==> run_1/clock_map.png <==
Scale: 8 px per micron.
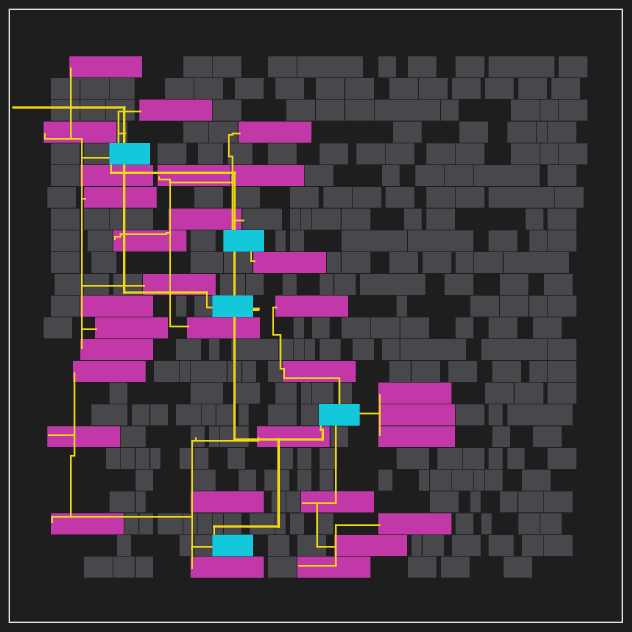
==> run_1/final_clocks.png <==
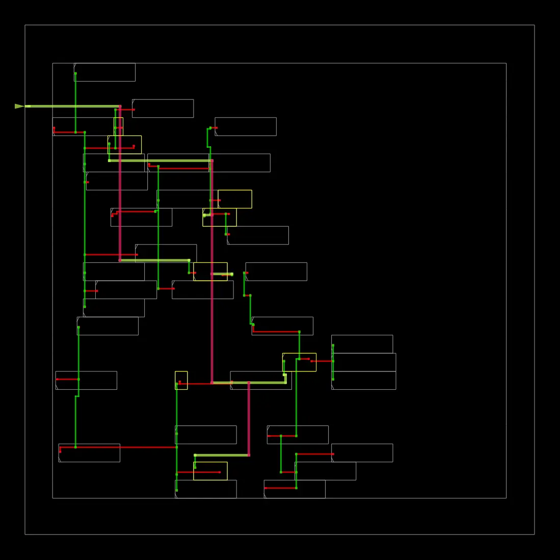
==> run_1/density.png <==
Scale: 4 px per micron. 8 x 8 tiles, from black (low) to pale yellow (high), 0 to 100% covered.
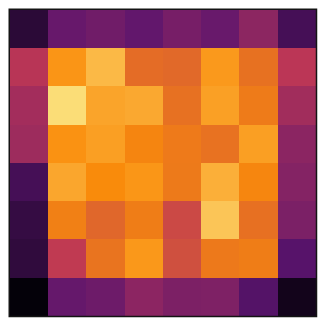
[config.mk]
export PLATFORM = sky130hd
export DESIGN_NAME = noaa_mote_scheduler_flat
export DESIGN_NICKNAME = d
export VERILOG_FILES = /design/src/rtl/noaa_mote_scheduler_if.sv /design/src/rtl/noaa_mote_scheduler.sv /design/src/flat_wrapper.sv
export SDC_FILE = /design/constraint.sdc
export NUM_CORES = 1
export LEC_CHECK = 0
export CAP_MARGIN = 20
export CORE_MARGIN = 4
export CORE_UTILIZATION = 42
export DETAILED_ROUTE_END_ITERATION = 8
export PLACE_DENSITY_LB_ADDON = 0.08
export SKIP_LAST_GASP = 1
export SYNTH_ARGS = -nofsm -noshare
export SYNTH_HDL_FRONTEND = slang
export SYNTH_SLANG_ARGS = --single-unit
export TNS_END_PERCENT = 1
[constraint.sdc]
create_clock -name i_clk -period 2.64 [get_ports i_clk]
set_input_delay 0.396 -clock i_clk [delete_from_list [all_inputs] [get_ports i_clk]]
set_output_delay 0.396 -clock i_clk [all_outputs]
set_load 0.01 [all_outputs]
[src/rtl/noaa_mote_scheduler_if.sv]
// -----------------------------------------------------------------------------
// noaa_mote_scheduler_if
// Bundles every signal between the mote scheduler, the mote sample
// front-ends, the shared NOAA statistics engine and the result consumer.
//   req/req_mode/ch_tn        : per-channel request, mode and 12-bit samples
//   ch_sample                 : one-hot "sample consumed" strobe back to motes
//   eng_reset/eng_mode/eng_tn : engine controls and steered sample
//   eng_sample/eng_done/eng_avg_sd : engine status and result
//   res_valid/res_ch/res_data/res_err/res_ack : result handshake
//   busy                      : scheduler not idle
// master = scheduler side, slave = environment side.
// -----------------------------------------------------------------------------
`timescale 1ns/1ps
interface noaa_mote_scheduler_if #(
  parameter int NUM_CH = 4,
  parameter int CHW    = 2
);
  logic [NUM_CH-1:0]    req;
  logic [NUM_CH-1:0]    req_mode;
  logic [NUM_CH*12-1:0] ch_tn;
  logic [NUM_CH-1:0]    ch_sample;
  logic                 eng_reset;
  logic                 eng_mode;
  logic [11:0]          eng_tn;
  logic                 eng_sample;
  logic                 eng_done;
  logic [11:0]          eng_avg_sd;
  logic                 res_valid;
  logic [CHW-1:0]       res_ch;
  logic [11:0]          res_data;
  logic                 res_err;
  logic                 res_ack;
  logic                 busy;

  modport master (
    input  req, req_mode, ch_tn, eng_sample, eng_done, eng_avg_sd, res_ack,
    output ch_sample, eng_reset, eng_mode, eng_tn,
           res_valid, res_ch, res_data, res_err, busy
  );

  modport slave (
    output req, req_mode, ch_tn, eng_sample, eng_done, eng_avg_sd, res_ack,
    input  ch_sample, eng_reset, eng_mode, eng_tn,
           res_valid, res_ch, res_data, res_err, busy
  );
endinterface

[src/rtl/noaa_mote_scheduler.sv]
// -----------------------------------------------------------------------------
// noaa_mote_scheduler
// Round-robin scheduler sharing one NOAA statistics engine among NUM_CH
// temperature-mote channels. Each job: grant a requester, clear the engine
// for one cycle, run it with the granted channel's mode and samples, capture
// the result (or a timeout error) and hold it until acknowledged.
// Ports:
//   i_clk   : system clock, rising edge
//   i_rst_n : asynchronous active-low reset
//   bus     : noaa_mote_scheduler_if.master (requests, engine, result)
// -----------------------------------------------------------------------------
`timescale 1ns/1ps
module noaa_mote_scheduler #(
  parameter int NUM_CH  = 4,
  parameter int CHW     = 2,
  parameter int TIMEOUT = 255
) (
  input logic                   i_clk,
  input logic                   i_rst_n,
  noaa_mote_scheduler_if.master bus
);

  localparam int TW = $clog2(TIMEOUT + 1);

  typedef enum logic [1:0] {
    ST_IDLE  = 2'd0,
    ST_CLEAR = 2'd1,
    ST_RUN   = 2'd2,
    ST_RESP  = 2'd3
  } state_t;

  state_t                r_state;
  state_t                w_next;
  logic [CHW-1:0]        r_rr_ptr;
  logic [CHW-1:0]        r_grant;
  logic                  r_eng_mode;
  logic                  r_res_valid;
  logic [CHW-1:0]        r_res_ch;
  logic [11:0]           r_res_data;
  logic                  r_res_err;
  logic [TW-1:0]         r_tmo_cnt;

  logic                  w_found;
  logic [CHW-1:0]        w_pick;
  logic                  w_tmo_exp;
  logic [11:0]           w_eng_tn;
  logic [NUM_CH-1:0]     w_ch_sample;

  // Round-robin pick: first set request strictly after the last grant, wrapping.
  always_comb begin
    w_found = 1'b0;
    w_pick  = '0;
    for (int i = 1; i <= NUM_CH; i++) begin
      if (!w_found && bus.req[(int'(r_rr_ptr) + i) % NUM_CH]) begin
        w_found = 1'b1;
        w_pick  = CHW'((int'(r_rr_ptr) + i) % NUM_CH);
      end else begin
        w_found = w_found;
      end
    end
  end

  // A sample strobe in the expiring cycle keeps the job alive.
  assign w_tmo_exp = (r_tmo_cnt == TW'(TIMEOUT - 1)) && !bus.eng_sample;

  // FSM state register.
  always_ff @(posedge i_clk or negedge i_rst_n) begin
    if (!i_rst_n) begin
      r_state <= ST_IDLE;
    end else begin
      r_state <= w_next;
    end
  end

  // FSM next-state decode; DONE takes priority over an expiring timeout.
  always_comb begin
    w_next = r_state;
    case (r_state)
      ST_IDLE:  begin
        if (w_found) w_next = ST_CLEAR;
        else         w_next = ST_IDLE;
      end
      ST_CLEAR: w_next = ST_RUN;
      ST_RUN:   begin
        if (bus.eng_done)   w_next = ST_RESP;
        else if (w_tmo_exp) w_next = ST_RESP;
        else                w_next = ST_RUN;
      end
      ST_RESP:  begin
        if (bus.res_ack) w_next = ST_IDLE;
        else             w_next = ST_RESP;
      end
      default:  w_next = ST_IDLE;
    endcase
  end

  // Job datapath: grant/mode capture, timeout counting, result capture and release.
  always_ff @(posedge i_clk or negedge i_rst_n) begin
    if (!i_rst_n) begin
      r_rr_ptr    <= CHW'(NUM_CH - 1);
      r_grant     <= '0;
      r_eng_mode  <= 1'b0;
      r_res_valid <= 1'b0;
      r_res_ch    <= '0;
      r_res_data  <= 12'd0;
      r_res_err   <= 1'b0;
      r_tmo_cnt   <= '0;
    end else begin
      case (r_state)
        ST_IDLE: begin
          if (w_found) begin
            r_grant    <= w_pick;
            r_eng_mode <= bus.req_mode[w_pick];
          end
        end
        ST_CLEAR: begin
          r_tmo_cnt <= '0;
        end
        ST_RUN: begin
          if (bus.eng_done) begin
            r_res_data  <= bus.eng_avg_sd;
            r_res_err   <= 1'b0;
            r_res_ch    <= r_grant;
            r_res_valid <= 1'b1;
          end else if (w_tmo_exp) begin
            r_res_data  <= 12'd0;
            r_res_err   <= 1'b1;
            r_res_ch    <= r_grant;
            r_res_valid <= 1'b1;
          end else if (bus.eng_sample) begin
            r_tmo_cnt <= '0;
          end else begin
            r_tmo_cnt <= r_tmo_cnt + TW'(1);
          end
        end
        ST_RESP: begin
          if (bus.res_ack) begin
            r_res_valid <= 1'b0;
            r_rr_ptr    <= r_grant;
          end
        end
        default: begin
          r_res_valid <= 1'b0;
        end
      endcase
    end
  end

  // Sample steering: only the granted channel is connected, and only in RUN.
  always_comb begin
    w_eng_tn    = 12'd0;
    w_ch_sample = '0;
    if (r_state == ST_RUN) begin
      w_eng_tn             = bus.ch_tn[int'(r_grant) * 12 +: 12];
      w_ch_sample[r_grant] = bus.eng_sample;
    end else begin
      w_eng_tn    = 12'd0;
      w_ch_sample = '0;
    end
  end

  assign bus.eng_tn    = w_eng_tn;
  assign bus.ch_sample = w_ch_sample;
  // Engine is held in clear everywhere except RUN (including during reset).
  assign bus.eng_reset = (r_state != ST_RUN);
  assign bus.eng_mode  = r_eng_mode;
  assign bus.busy      = (r_state != ST_IDLE);
  assign bus.res_valid = r_res_valid;
  assign bus.res_ch    = r_res_ch;
  assign bus.res_data  = r_res_data;
  assign bus.res_err   = r_res_err;

endmodule

[src/flat_wrapper.sv]
// flat-port wrapper written by rule: the top's interface ports become plain ports
module noaa_mote_scheduler_flat 
#(
  parameter int NUM_CH  = 4,
  parameter int CHW     = 2,
  parameter int TIMEOUT = 255
)
  (i_clk, i_rst_n, bus_req, bus_req_mode, bus_ch_tn, bus_eng_sample, bus_eng_done, bus_eng_avg_sd, bus_res_ack, bus_ch_sample, bus_eng_reset, bus_eng_mode, bus_eng_tn, bus_res_valid, bus_res_ch, bus_res_data, bus_res_err, bus_busy);
  noaa_mote_scheduler_if #(.NUM_CH(NUM_CH), .CHW(CHW)) bus_i ();
  input logic i_clk;
  input logic i_rst_n;
  input wire logic [$bits(bus_i.req)-1:0] bus_req;
  input wire logic [$bits(bus_i.req_mode)-1:0] bus_req_mode;
  input wire logic [$bits(bus_i.ch_tn)-1:0] bus_ch_tn;
  input wire logic [$bits(bus_i.eng_sample)-1:0] bus_eng_sample;
  input wire logic [$bits(bus_i.eng_done)-1:0] bus_eng_done;
  input wire logic [$bits(bus_i.eng_avg_sd)-1:0] bus_eng_avg_sd;
  input wire logic [$bits(bus_i.res_ack)-1:0] bus_res_ack;
  output wire logic [$bits(bus_i.ch_sample)-1:0] bus_ch_sample;
  output wire logic [$bits(bus_i.eng_reset)-1:0] bus_eng_reset;
  output wire logic [$bits(bus_i.eng_mode)-1:0] bus_eng_mode;
  output wire logic [$bits(bus_i.eng_tn)-1:0] bus_eng_tn;
  output wire logic [$bits(bus_i.res_valid)-1:0] bus_res_valid;
  output wire logic [$bits(bus_i.res_ch)-1:0] bus_res_ch;
  output wire logic [$bits(bus_i.res_data)-1:0] bus_res_data;
  output wire logic [$bits(bus_i.res_err)-1:0] bus_res_err;
  output wire logic [$bits(bus_i.busy)-1:0] bus_busy;
  assign bus_i.req = bus_req;
  assign bus_i.req_mode = bus_req_mode;
  assign bus_i.ch_tn = bus_ch_tn;
  assign bus_i.eng_sample = bus_eng_sample;
  assign bus_i.eng_done = bus_eng_done;
  assign bus_i.eng_avg_sd = bus_eng_avg_sd;
  assign bus_i.res_ack = bus_res_ack;
  assign bus_ch_sample = bus_i.ch_sample;
  assign bus_eng_reset = bus_i.eng_reset;
  assign bus_eng_mode = bus_i.eng_mode;
  assign bus_eng_tn = bus_i.eng_tn;
  assign bus_res_valid = bus_i.res_valid;
  assign bus_res_ch = bus_i.res_ch;
  assign bus_res_data = bus_i.res_data;
  assign bus_res_err = bus_i.res_err;
  assign bus_busy = bus_i.busy;
  noaa_mote_scheduler #(.NUM_CH(NUM_CH), .CHW(CHW), .TIMEOUT(TIMEOUT)) u_core (.i_clk(i_clk), .i_rst_n(i_rst_n), .bus(bus_i));
endmodule
==> flow_metrics.py, run 1 <==
# Flow results
metrics = {
    "run_status": {
        "run_status": "completed",
    },
    "drt": {
        "wirelength_microns": 6010,
        "drt-wirelength-per-cell_microns": 17.2,
        "ant_nets": 0,
        "viasPerCell": 5.54,
    },
    "worst_setup_path": {
        "r2r_cells": 6,
        "crit_fanout": 15,
        "reg2reg_setup_slack_ns": 0.66,
        "cp_data_arrival_time_ns": 2.06,
        "timing.rr.end": "u_core.bus.res_ch[0]",
    },
    "final_timing": {
        "finalMaxSlewViolations": 0,
        "fin_crit_sh_pct": 93.1,
        "grt_setup_unrepaired": "no",
        "worst_pin_slew_ns": 0.581,
        "setup_viol_count_final": 0,
    },
    "clock_tree": {
        "ctsResizeCount": 0,
        "clock.latency.late_pin_ns": 0.28,
        "post_cts_buffers": 0,
        "cts_buffers": 5,
    },
    "synth": {
        "synthFlopType": "dfrtp_1",
        "synth_cell_types": 41,
        "synthTopCellsByCount": "29 x dfrtp_1, 15 x and2_1, 14 x a22o_1, 14 x nand3_1, 12 x mux4_2",
        "synth_warnings": 0,
        "syn_inst": 188,
    },
    "global_routing": {
        "grt_overflow": 0,
    },
    "placement": {
        "dpl-instance-area_sq_mm": 0.00311,
        "dp_hpwl_microns": 4650,
    },
    "run": {
        "warning_count": 27,
    },
    "finish": {
        "final_area_sq_mm": 0.00320,
        "stdcell_count": 350,
    },
    "pwr": {
        "vdd_drop_max_v": 0.000653,
    },
}
Back to the opening pictures, clock_map.png:
Key: yellow = clock wires [length 414 microns]; magenta = flip-flops [count 31]; cyan = cells driving clock nets [count 5]
There are 6 routed clock nets.
clock network power share: 13.5%
clk_skew: 0.00213 ns

Back to the opening pictures, final_clocks.png:
clock-net power: 0.384 mW
CLK BUF: 7

Back to the opening pictures, density.png:
23% of the tiles are over 75% full. The densest ninth of the die: center. The mean over all tiles is 54%. The emptiest ninth of the die: lower left.
Initial Utilization: 44.3%
Core Region: 0.00444 sq mm
Final Util: 71.9%

## run 1: where the power goes
group / switching [mW] / internal, mW
clock: 0.174 / 0.210
sequential: 0.151 / 0.666
combinational: 0.693 / 0.940
total: 1.02 / 1.82
## run 1: sequential cells by signal, indices dropped and copies added (netlist names)
| signal | count |
|---|---|
| u_core.r_rr_ptr | 2 |
| u_core.bus.res_valid | 1 |
| u_core.bus.res_ch | 2 |
| u_core.bus.res_err | 1 |
| u_core.r_grant | 2 |
| u_core.r_state | 2 |
| u_core.r_tmo_cnt | 8 |
| u_core.bus.res_data | 12 |
| u_core.bus.eng_mode | 1 |
## run 1: per-layer routing
| metal | wire [microns] | vias to the layer above | GRT usage (%) |
|---|---|---|---|
| li1 | - | 926 | - |
| met1 | 2450 | 919 | 25.9 |
| met2 | 2950 | 75 | 37.1 |
| met3 | 380 | 18 | 5.79 |
| met4 | 223 | 0 | 9.96 |
| met5 | 0 | - | 0 |
## run 1: critical path: stages (launching register included)
cell	delay (ns)
dfrtp_1	0.33
buf_4	0.27
mux4_2	0.53
and2_1	0.16
clkdlybuf4s50_1	0.48
## run 1: cell usage in the layout (no fill, tap or decap), types with 2 or more instances in the layout
cell | synthesis | final
clkdlybuf4s50_1 | 0 | 107
dfrtp_1 | 29 | 29
and2_1 | 15 | 15
nand3_1 | 14 | 14
a22o_1 | 14 | 14
mux4_2 | 12 | 12
o21ai_0 | 11 | 11
nor2_1 | 11 | 11
nand2_1 | 9 | 9
nor2b_1 | 8 | 8
buf_4 | 0 | 7
nand4b_1 | 6 | 6
clkbuf_8 | 0 | 6
and3_1 | 4 | 4
a21oi_1 | 4 | 4
inv_1 | 3 | 3
a21boi_0 | 3 | 3
nor3_1 | 2 | 2
o21bai_1 | 2 | 2
mux2i_1 | 2 | 2
a31oi_1 | 2 | 2
mux2_2 | 2 | 2
nand2b_1 | 2 | 2
ha_1 | 2 | 2
dfstp_2 | 2 | 2
## run 1: logic make-up (layout without fill, tap and decap cells)
group	count (synthesis)	after routing	share of synthesized area, %
compound gates	44	44	16.1
fa+ha+maj	2	2	1.27
buf+inv	15	125	3.18
flops	31	31	39.5
mux	17	17	16.7
simple gates	79	79	23.3
## run 1: worst max path at each step
| stage | startpoint | endpoint | slack (ns) | cells past startpoint |
|---|---|---|---|---|
| 2_1_floorplan | u_core.r_grant[0] | bus_eng_tn[10] | 0.75 | 4 |
| 3_3_place_gp | bus_eng_sample | u_core.bus.res_ch[0] | 0.31 | 5 |
| 3_5_place_dp | bus_eng_sample | u_core.bus.res_ch[0] | 0.27 | 5 |
| 4_1_cts | u_core.r_grant[0] | bus_eng_tn[10] | 0.15 | 4 |
| 5_1_grt | u_core.r_grant[1] | bus_ch_sample[2] | 0.004 | 3 |
| 6_report | u_core.r_grant[0] | bus_eng_tn[10] | 0.18 | 4 |
## run 1: cell type report
class / count / area (sq um) / area share [%]
Tap cell: 52 / 65.1 / 2.04
Clock buffer: 7 / 86.3 / 2.70
Multi-Input combinational cell: 142 / 1130 / 35.3
Inverter: 3 / 11.3 / 0.352
Clock inverter: 1 / 5.00 / 0.157
Timing Repair Buffer: 114 / 1120 / 35.1
Sequential cell: 31 / 778 / 24.3
==> inputs of run 2 (changes only) <==
Settings changed: CTS_CLUSTER_DIAMETER set to 30, GPL_TIMING_DRIVEN set to 0, SKIP_LAST_GASP 1 to not set.
==> flow_metrics.py, run 2 <==
# Flow results
metrics = {
    "final_timing": {
        "worst_pin_slew_ns": 0.704,
        "fmax_mhz": 395,
        "finalCriticalPeriod_ns": 2.53,
        "setup_viol_count_final": 0,
        "relSlewSlack_pct": 52.9,
        "fin_crit_sh_pct": 95.9,
        "grt_setup_unrepaired": "no",
        "finalMaxSlewViolations": 0,
    },
    "run_status": {
        "run_status": "completed",
    },
    "global_routing": {
        "antenna_found_initial": 0,
        "grt_use_met2_pct": 37.1,
        "grtUsageMet3_pct": 5.91,
        "grtUsageTotal_pct": 22.1,
        "top_usage_layer": "met2",
        "grt_pass1_vias": 2039,
        "grt_overflow": 0,
        "met1_usage_pct": 25.7,
    },
    "drt": {
        "wirelength_microns": 6190,
        "ant_nets": 0,
        "viasPerCell": 5.60,
        "first_pass_iters": 4,
        "drt-wirelength-per-cell_microns": 17.4,
    },
    "worst_setup_path": {
        "crit_slowest_cell": "mux4_2",
        "max_stage_delay_ns": 0.51,
        "cp_data_arrival_time_ns": 2.14,
        "cp_cell_sequence": "buf_4 > buf_6 > mux4_2 > and2_1 > clkdlybuf4s50_1",
        "crit_fanout": 10,
    },
    "synth": {
        "synthTopCellsByCount": "29 x dfrtp_1, 15 x and2_1, 14 x a22o_1, 14 x nand3_1, 12 x mux4_2",
        "edf_count": 0,
        "synth_cell_types": 41,
        "synthFlopType": "dfrtp_1",
        "synth_area_per_cell_sq_um": 10.5,
        "syn_inst": 188,
        "synth_warnings": 0,
    },
    "pwr": {
        "vdd_drop_max_v": 0.000589,
    },
    "finish": {
        "fin_nets": 378,
        "layout_top_cells": "107 x clkdlybuf4s50_1, 29 x dfrtp_1, 15 x and2_1",
        "layout_top_cell": "clkdlybuf4s50_1",
        "largest_register_ffs": 12,
        "stdcell_count": 356,
    },
    "placement": {
        "dp_hpwl_microns": 4870,
    },
    "run": {
        "warning_count": 27,
    },
    "clock_tree": {
        "path_clk_slew_ns": 0.06,
    },
    "floorplan": {
        "fp-utilization_pct": 44.3,
        "core_sq_mm": 0.00444,
    },
}
run 2: layout make-up:
| type | count | area [sq um] |
|---|---|---|
| clock buffer | 7 | 86.3 |
| clock inverter | 1 | 5.00 |
| buffer | 12 | 62.6 |
| inverter | 3 | 11.3 |
| timing repair buffer | 108 | 1100 |
| sequential | 31 | 778 |
| fill | 342 | 1210 |
| multi-input combinational | 142 | 1130 |
| tap | 52 | 65.1 |
run 2: per-layer routing:
metal | up-vias | part of all wire, %
met5 | - | 0
met4 | 0 | 3.8
met3 | 16 | 6.8
met2 | 88 | 49
met1 | 952 | 41
li1 | 937 | -
run 2: power by group:
| part | switching [mW] | leakage, nW | internal (mW) |
|---|---|---|---|
| clock network | 0.166 | 0.0482 | 0.210 |
| logic | 0.717 | 0.893 | 0.948 |
| registers | 0.137 | 0.384 | 0.667 |
run 2: what timing repair did:
action                                 4_1_cts  5_1_grt
setup endpoints to repair                    5        8
resized                                      3        3
setup buffers                                0        0
endpoints found under the hold margin        0        0
run 2: logic make-up (layout without fill, tap and decap cells):
kind of cell | Yosys count | after routing | share of synthesized area (%)
simple gates | 79 | 79 | 23.3
compound gates | 44 | 44 | 16.1
flops | 31 | 31 | 39.5
mux | 17 | 17 | 16.7
buf+inv | 15 | 131 | 3.18
fa+ha+maj | 2 | 2 | 1.27
run 2: critical path, delay by kind of cell (launching register included):
kind,cells,cell delay (ns)
DFF,1,0.32
muxes,1,0.51
buffers and inverters,3,0.87
and+or+nand+nor,1,0.16
run 2: through the flow:
stage / instance area [sq um] / power, mW / util, %
CTS: 3230 / 2.86 / 72.7
global placement: 3100 / 2.44 / 69.8
detailed placement: 3130 / 2.46 / 70.5
finish: 3230 / 2.84 / 72.8
floorplan: 1970 / 1.68 / -
global route: 3230 / 3.04 / 72.8
run 2: final timing paths:
kind | startpoint | to | slack [ns] | depth (start not counted)
setup / recovery | u_core.r_grant[0] | bus_eng_tn[10] | 0.11 | 5
hold / removal | u_core.bus.res_err | u_core.bus.res_err | 0.49 | 2
max in group asynchronous | i_rst_n | u_core.bus.res_data[5] | 1.57 | 2
min in group asynchronous | i_rst_n | u_core.r_tmo_cnt[3] | 0.54 | 1
setup reg to reg | u_core.r_tmo_cnt[0] | u_core.r_tmo_cnt[0] | 0.64 | 7
hold reg to reg | u_core.bus.res_err | u_core.bus.res_err | 0.49 | 2
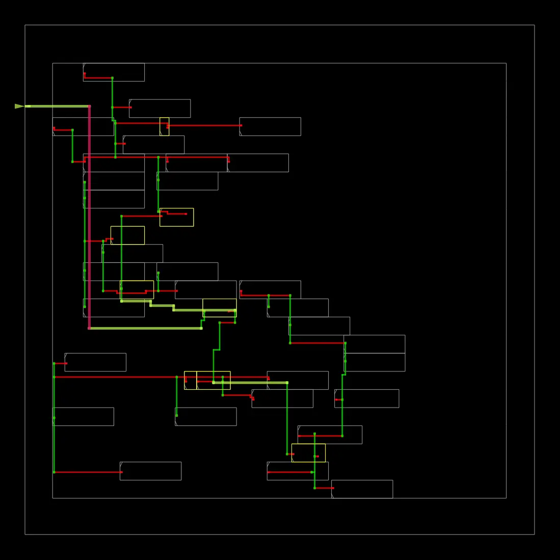
(run_2/final_clocks.png)
CTS sink count: 31
clock-net power: 0.376 mW
CTS Buf Count: 5
Insertion Delay late pin: 0.28 ns

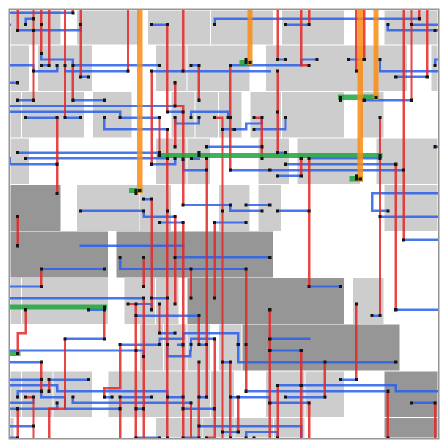
(run_2/zoom.png)
Window x 26 to 51, y 26 to 51 microns. Cells in gray, sequential cells in the stronger gray; small squares are vias.
Key: red = met2; orange = met4; blue = met1; green = met3
Most frequent: clkdlybuf4s50_1 (12), nand2_1 (5). 48 logic cells have their middle in the window. Sequential cells in the window: 4.

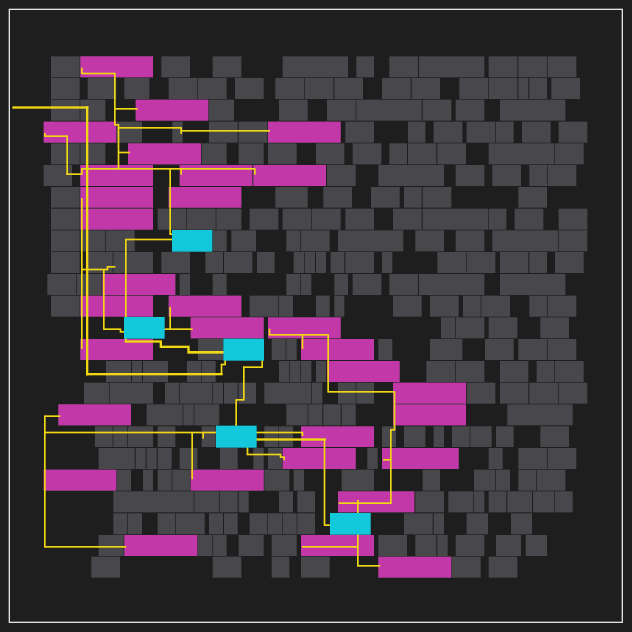
(run_2/clock_map.png)
Scale: 8 px per micron.
Key: magenta = flip-flops [count 31]; yellow = clock wires [length 412 microns]; cyan = cells driving clock nets [count 5]
There are 6 routed clock nets.
clock network power share: 13.2%
clk_skew: 0.0120 ns

==> inputs of run 3 (changes only) <==
Settings changed: ABC_AREA set to 0, SLEW_MARGIN set to 30.
==> flow_metrics.py, run 3 <==
# Flow results
metrics = {
    "pwr": {
        "finalPower_mw": 2.85,
        "power_frac_comb_pct": 58.5,
        "p_clk_share_pct": 13.4,
        "power.internal_mw": 1.83,
        "switching_power_mw": 1.03,
        "p_sw_share_pct": 36.1,
        "power_frac_seq_pct": 28.1,
    },
    "drt": {
        "ant_nets": 0,
        "drt-wirelength-per-cell_microns": 17.5,
    },
    "final_timing": {
        "worst_pin_slew_ns": 0.667,
        "grt_setup_unrepaired": "no",
        "fmax_mhz": 399,
        "finalCriticalPeriod_ns": 2.51,
        "finalMaxSlewViolations": 0,
    },
    "finish": {
        "final_area_sq_mm": 0.00321,
        "fin_nets": 377,
        "layout_top_cells": "106 x clkdlybuf4s50_1, 29 x dfrtp_1, 15 x and2_1",
        "layout_top_cell": "clkdlybuf4s50_1",
        "stdcell_count": 355,
    },
    "global_routing": {
        "antenna_found_initial": 0,
        "grtUsageTotal_pct": 22.6,
    },
    "worst_setup_path": {
        "crit_slowest_cell": "mux4_2",
        "crit_top_cell": "buf_6",
        "max_stage_delay_ns": 0.51,
        "crit_family": "buffers and inverters",
    },
    "synth": {
        "synth_area_per_cell_sq_um": 10.5,
        "synthFlopType": "dfrtp_1",
        "synth_cell_types": 41,
        "synthTopCellsByCount": "29 x dfrtp_1, 15 x and2_1, 14 x a22o_1, 14 x nand3_1, 12 x mux4_2",
        "syn_inst": 188,
    },
    "placement": {
        "dpl-instance-area_sq_mm": 0.00310,
    },
    "run_status": {
        "run_status": "completed",
    },
    "floorplan": {
        "fp-utilization_pct": 44.3,
        "core_sq_mm": 0.00444,
    },
    "clock_tree": {
        "cts_buffers": 5,
    },
}
-- run 3: area by class of cell --
type	count	area [sq um]
timing repair buffer	107	1070
sequential	31	778
fill	334	1240
multi-input combinational	142	1130
inverter	3	11.3
clock buffer	7	86.3
tap	52	65.1
buffer	12	66.3
clock inverter	1	5.00
-- run 3: power by group through the flow --
| stage | clock [mW] | sequential, mW | combinational (mW) |
|---|---|---|---|
| after floorplan | 0 | 0.845 | 0.835 |
| after global placement | 0 | 0.807 | 1.63 |
| after detailed placement | 0 | 0.804 | 1.66 |
| after CTS | 0.394 | 0.799 | 1.68 |
| after global routing | 0.418 | 0.834 | 1.80 |
| final | 0.381 | 0.802 | 1.67 |
-- run 3: through the flow --
stage / hold WS (ns) / utilization (%)
2_1_floorplan: 0.100 / -
3_3_place_gp: 0.461 / 69.8
5_1_grt: 0.214 / 72.1
6_report: 0.151 / 72.1
4_1_cts: 0.175 / 71.9
3_5_place_dp: 0.475 / 69.7
-- run 3: per-layer routing --
metal / global-route usage (%) / vias to the layer above / part of all wire (%)
met3: 6.62 / 14 / 7.3
met5: 0 / - / 0
met1: 25.6 / 967 / 41
li1: - / 946 / -
met2: 39.4 / 89 / 49
met4: 9.42 / 0 / 3.4
-- run 3: path summary, 6_finish.rpt --
path	from	endpoint	slack (ns)	depth (start not counted)
max in group asynchronous	i_rst_n	u_core.bus.eng_mode	2.05	1
setup reg to reg	u_core.r_tmo_cnt[0]	u_core.r_tmo_cnt[0]	0.69	7
min in group i_clk	u_core.bus.res_ch[1]	u_core.bus.res_ch[1]	0.49	2
hold reg to reg	u_core.bus.res_ch[1]	u_core.bus.res_ch[1]	0.49	2
hold / removal	i_rst_n	u_core.r_tmo_cnt[3]	0.15	1
setup / recovery	u_core.r_grant[0]	bus_eng_tn[10]	0.13	5
-- run 3: cells by family after synthesis --
group	count (synthesis)	share of synthesized area (%)
AND-OR/OR-AND	44	16.1
adder cells (fa/ha/maj)	2	1.27
buffers and inverters	15	3.18
flip-flops	31	39.5
multiplexers	17	16.7
AND/OR/NAND/NOR	79	23.3
-- run 3: repair_timing --
| item | in CTS | in global routing |
|---|---|---|
| cloned | 0 | 0 |
| buffers inserted | 0 | 0 |
| endpoints found under the setup margin | 4 | 8 |
| resized | 3 | 4 |
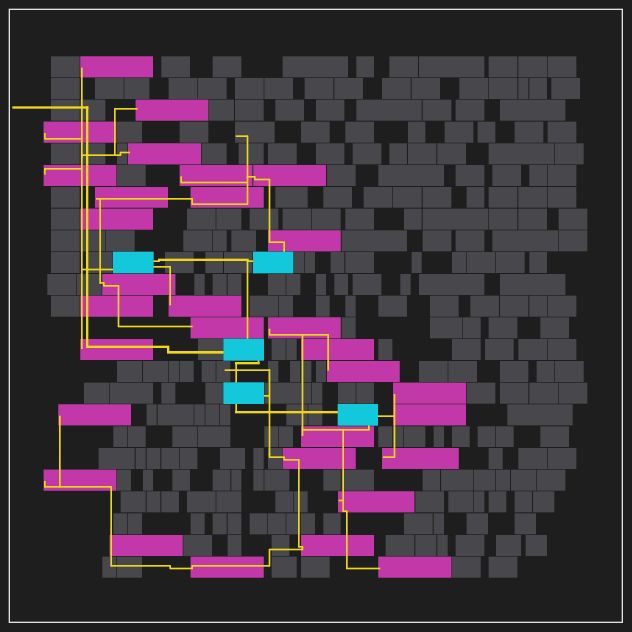
(run_3/clock_map.png)
Scale: 8 px per micron.
clock-net power: 0.381 mW
clk_skew: 0.00507 ns

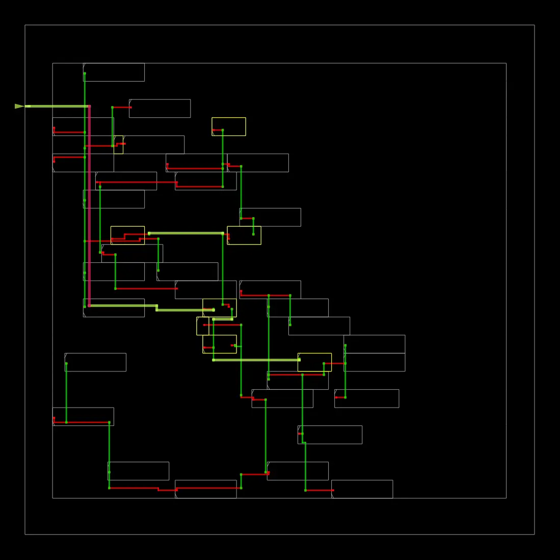
(run_3/final_clocks.png)
seq_cells: 31
Insertion Delay late pin: 0.27 ns

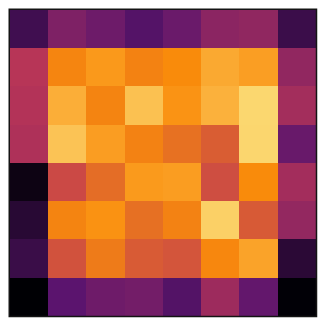
(run_3/density.png)
Scale: 4 px per micron. 8 x 8 tiles, from black (low) to pale yellow (high), 0 to 100% covered.
The fullest tile reaches 91%. The densest ninth of the die: center. 3.1% of the tiles are nearly empty. The mean over all tiles is 54%.
Final Util: 72.1%

Power and IR drop assume default switching activity.
